**src/rtl/sr_cmd_sequencer_if.sv**
```systemverilog
// Request/strobe bundle between the command source and sr_cmd_sequencer.
// The master drives the raw requests and the slave (the sequencer) returns the SR strobes.
interface sr_cmd_sequencer_if;
  logic set_req;
  logic clr_req;
  logic s;
  logic r;
  logic busy;
  logic conflict;

  modport master (
    output set_req,
    output clr_req,
    input  s,
    input  r,
    input  busy,
    input  conflict
  );

  modport slave (
    input  set_req,
    input  clr_req,
    output s,
    output r,
    output busy,
    output conflict
  );
endinterface

```
**src/rtl/sr_cmd_sequencer.sv**
```systemverilog
// Debounces raw set/clear request levels and turns each qualified rising edge into a
// single-cycle s or r strobe, with mutual exclusion and a minimum gap between strobes.
module sr_cmd_sequencer #(
  parameter int DB_CYCLES   = 4,
  parameter int HOLD_CYCLES = 2
) (
  input  logic              clk,
  input  logic              rst,
  sr_cmd_sequencer_if.slave cmd
);

  localparam int            DW        = $clog2(DB_CYCLES) + 1;
  localparam logic [DW-1:0] DB_LAST   = DW'(DB_CYCLES);
  localparam int            HW        = $clog2(HOLD_CYCLES) + 1;
  localparam logic [HW-1:0] HOLD_LAST = HW'(HOLD_CYCLES - 1);

  typedef enum logic [1:0] {
    IDLE  = 2'd0,
    SET_P = 2'd1,
    CLR_P = 2'd2,
    HOLD  = 2'd3
  } state_t;

  state_t          r_state;
  state_t          w_state_next;
  logic [HW-1:0]   r_hold_cnt;
  logic [HW-1:0]   w_hold_cnt_next;
  logic            r_conflict;
  logic            w_conflict_next;

  // Index 0 is the set path, index 1 is the clear path.
  logic [1:0]      w_raw;
  logic [1:0]      w_pend;
  logic [1:0]      w_consume;

  assign w_raw = {cmd.clr_req, cmd.set_req};

  generate
    for (genvar gi = 0; gi < 2; gi++) begin : g_db
      logic          r_f;
      logic [DW-1:0] r_cnt;
      logic          r_pend;
      logic [DW-1:0] w_cnt_inc;
      logic          w_rise;

      assign w_cnt_inc = r_cnt + DW'(1);
      assign w_rise    = (w_raw[gi] != r_f) && (w_cnt_inc == DB_LAST) && !r_f;

      always_ff @(posedge clk or posedge rst) begin
        if (rst) begin
          r_f    <= 1'b0;
          r_cnt  <= '0;
          r_pend <= 1'b0;
        end else begin
          if (w_raw[gi] == r_f) begin
            r_cnt <= '0;
          end else if (w_cnt_inc == DB_LAST) begin
            r_f   <= ~r_f;
            r_cnt <= '0;
          end else begin
            r_cnt <= w_cnt_inc;
          end
          // A rise landing while the flag is still held is dropped, so consume wins.
          if (w_consume[gi]) begin
            r_pend <= 1'b0;
          end else if (w_rise) begin
            r_pend <= 1'b1;
          end
        end
      end

      assign w_pend[gi] = r_pend;
    end
  endgenerate

  always_ff @(posedge clk or posedge rst) begin
    if (rst) begin
      r_state    <= IDLE;
      r_hold_cnt <= '0;
      r_conflict <= 1'b0;
    end else begin
      r_state    <= w_state_next;
      r_hold_cnt <= w_hold_cnt_next;
      r_conflict <= w_conflict_next;
    end
  end

  always_comb begin
    w_state_next    = r_state;
    w_hold_cnt_next = r_hold_cnt;
    w_conflict_next = 1'b0;
    w_consume       = 2'b00;
    case (r_state)
      IDLE: begin
        if (&w_pend) begin
          w_conflict_next = 1'b1;
          w_consume       = 2'b11;
        end else if (w_pend[0]) begin
          w_state_next = SET_P;
          w_consume    = 2'b01;
        end else if (w_pend[1]) begin
          w_state_next = CLR_P;
          w_consume    = 2'b10;
        end
      end
      SET_P, CLR_P: begin
        w_state_next    = HOLD;
        w_hold_cnt_next = '0;
      end
      HOLD: begin
        if (r_hold_cnt == HOLD_LAST) begin
          w_state_next = IDLE;
        end else begin
          w_hold_cnt_next = r_hold_cnt + HW'(1);
        end
      end
      default: w_state_next = IDLE;
    endcase
  end

  // Outputs decode only registered state, so nothing from the request pins reaches them combinationally.
  assign cmd.s        = (r_state == SET_P);
  assign cmd.r        = (r_state == CLR_P);
  assign cmd.busy     = (r_state != IDLE);
  assign cmd.conflict = r_conflict;

endmodule

```
**src/flat_wrapper.sv**
```systemverilog
// flat-port wrapper written by rule: the top's interface ports become plain ports
module sr_cmd_sequencer_flat 
#(
  parameter int DB_CYCLES   = 4,
  parameter int HOLD_CYCLES = 2
)
  (clk, rst, cmd_set_req, cmd_clr_req, cmd_s, cmd_r, cmd_busy, cmd_conflict);
  sr_cmd_sequencer_if cmd_i ();
  input  logic clk;
  input  logic rst;
  input wire logic [$bits(cmd_i.set_req)-1:0] cmd_set_req;
  input wire logic [$bits(cmd_i.clr_req)-1:0] cmd_clr_req;
  output wire logic [$bits(cmd_i.s)-1:0] cmd_s;
  output wire logic [$bits(cmd_i.r)-1:0] cmd_r;
  output wire logic [$bits(cmd_i.busy)-1:0] cmd_busy;
  output wire logic [$bits(cmd_i.conflict)-1:0] cmd_conflict;
  assign cmd_i.set_req = cmd_set_req;
  assign cmd_i.clr_req = cmd_clr_req;
  assign cmd_s = cmd_i.s;
  assign cmd_r = cmd_i.r;
  assign cmd_busy = cmd_i.busy;
  assign cmd_conflict = cmd_i.conflict;
  sr_cmd_sequencer #(.DB_CYCLES(DB_CYCLES), .HOLD_CYCLES(HOLD_CYCLES)) u_core (.clk(clk), .rst(rst), .cmd(cmd_i));
endmodule
```
**config.mk**
```make
export PLATFORM = sky130hd
export DESIGN_NAME = sr_cmd_sequencer_flat
export DESIGN_NICKNAME = d
export VERILOG_FILES = /design/src/rtl/sr_cmd_sequencer_if.sv /design/src/rtl/sr_cmd_sequencer.sv /design/src/flat_wrapper.sv
export SDC_FILE = /design/constraint.sdc
export NUM_CORES = 1
export LEC_CHECK = 0
export ABC_CLOCK_PERIOD_IN_PS = 3490
export CAP_MARGIN = 10
export CORE_ASPECT_RATIO = 0.8
export CORE_MARGIN = 8
export CORE_UTILIZATION = 45
export CTS_BUF_LIST = sky130_fd_sc_hd__clkbuf_8
export DETAILED_ROUTE_END_ITERATION = 7
export GPL_ROUTABILITY_DRIVEN = 0
export GPL_TIMING_DRIVEN = 0
export PLACE_DENSITY = 0.75
export SLEW_MARGIN = 0
export SYNTH_ARGS = -nofsm -noshare
export SYNTH_HDL_FRONTEND = slang
export SYNTH_SLANG_ARGS = --single-unit
```
**constraint.sdc**
```tcl
create_clock -name clk -period 3.49 [get_ports clk]
set_clock_uncertainty 0.2 [all_clocks]
set_input_delay 1.047 -clock clk [delete_from_list [all_inputs] [get_ports clk]]
set_output_delay 1.047 -clock clk [all_outputs]
set_load 0.01 [all_outputs]
```
==> images/util_map.png <==
Drawn at 6 px/µm. 6 x 5 tiles, from white (low) to dark blue (high), 0 to 100% covered.
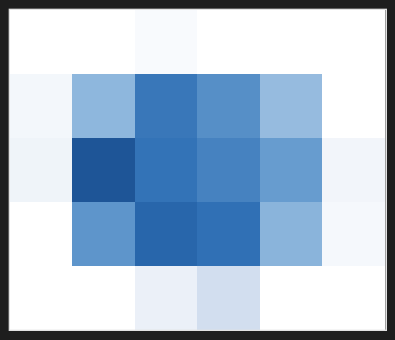
The emptiest ninth of the die: upper right. The mean over all tiles is 27%. 37% of the tiles are nearly empty.
area inside the core boundary: 0.00163 mm²
Initial Util: 48.0%
post-layout util: 56.8%

==> images/clock_nets.png <==
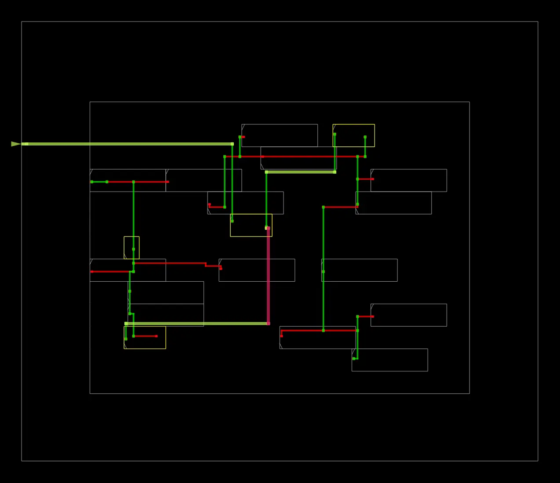
clk pwr: 0.000141 W
Clock Sink Count: 15
seq_cells: 15
clkbuf count: 3

==> images/ff_map.png <==
Drawn at 8 px/µm. Other sequential cells in the stronger gray, the rest of the logic in the fainter gray.
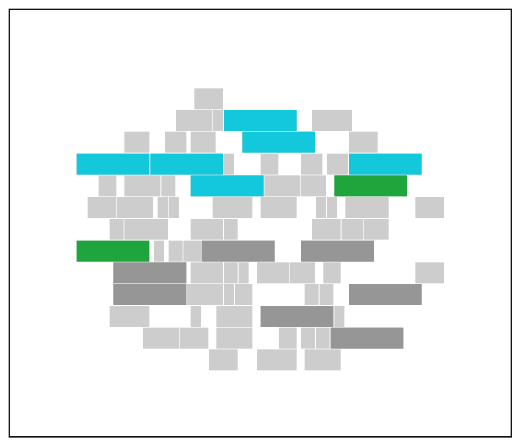
Green stands for u_core.g_db.r_f, flops 2. Cyan stands for u_core.g_db.r_cnt, flops 6.
Another 7 sequential cells are not colored.

==> results.txt <==
Flow results are below.

- The flow ran to the end, and the final reports show no timing, DRC or antenna violations.
- The share of the yosys chip area belonging to registers is 48.1%, for reference.
- The last element of the critical path is cmd_busy, for reference.
- The leftover overflow at the end of global routing is 0, for reference.
- The clock transition time at the flip-flop clock pins of the worst setup and hold paths is 60 ps, for reference.
- The overall die width is 62.6 µm, for reference.
- The violation count after the first detailed-routing iteration is 7, for reference.
- The number of post-CTS setup repair buffers is 0, for reference.
- The clock tree root driver cell is sky130_fd_sc_hd__clkbuf_8, for reference.
- The clock network contribution to total cell area is 5.01%, for reference.
- The layout report lists the non-clock buffer share of cell area as 7.58%.
- The reg-to-reg endpoint is u_core.g_db[0].r_f$_DFFE_PP0P_, for reference.
- According to the tapcell log, the count of inserted taps is 22.
- The total of flip-flops plus latches after synthesis is 15, for reference.
- The data arrival at the endpoint of the critical path is 1650 ps, for reference.
- The class occupying the most area after layout is reported as sequential cells.
- The finished cells cover 925 µm².
- The report lists the cells along the critical path as inv_1, ha_1, inv_1, clkdlybuf4s50_1.
- Total power normalized to cell area comes to 805 mW/mm².
- The die span in y is 53.3 µm, for reference.
- In the post-route analysis, the smallest setup slack over all paths is 593 ps.
- Routing resource usage on met3 recorded by global route was 4.84%.
- The main area contributors are sky130_fd_sc_hd__dfrtp_1 48%, sky130_fd_sc_hd__ha_1 16%, sky130_fd_sc_hd__inv_1 4.3%.
- The final total negative setup slack is 0 ps, for reference.
- The post-layout instance count excluding filler cells is 99, for reference.
- Hold analysis shows the worst path with a depth of 1.
- The global routing report lists combined usage of all routing layers as 8.83%.
- The distinct cell type count of the synthesized netlist is 20, for reference.
- The flow reports an fmax of 345 MHz.
- The via count of the first global-routing pass was 488.
- For reference, the final report shows the max-slew violation count at 0.
- In this run the most used layer during global routing was met2.
- The fraction of synthesis flops using an asynchronous set or reset pin is 100%, for reference.
- The number of max-capacitance violations reported is 0, for reference.
- The final net count is 92, for reference.
- According to the report, the first pass of detailed routing completed in 4 iterations.
- Per the layout area report, the combinational fraction of cell area is 40.2%.
- Checking max transition, the worst relative margin is 63.1%.
- The TritonCTS clock tree is yes, for reference.
- The launching element type of the critical path is a register, for reference.
## power by group through the flow
stage / Clock (W) / Sequential (W) / Combinational (W)
finish: 0.000141 / 0.000280 / 0.000323
global route: 0.000156 / 0.000287 / 0.000369
CTS: 0.000151 / 0.000281 / 0.000329
detailed placement: 0 / 0.000284 / 0.000322
global placement: 0 / 0.000280 / 0.000313
floorplan: 0 / 0.000272 / 0.000244
## kinds of logic (layout without fill, tap and decap cells)
group	count (synthesis)	count (layout)	share of synthesized area, %
multiplexers	4	4	6.73
adder cells (fa/ha/maj)	10	10	16.0
flip-flops	15	15	48.1
AND/OR/NAND/NOR	14	14	11.2
buffers and inverters	9	20	4.33
XOR/XNOR	5	5	5.61
AND-OR/OR-AND	9	9	8.01
Power and IR drop assume default switching activity.
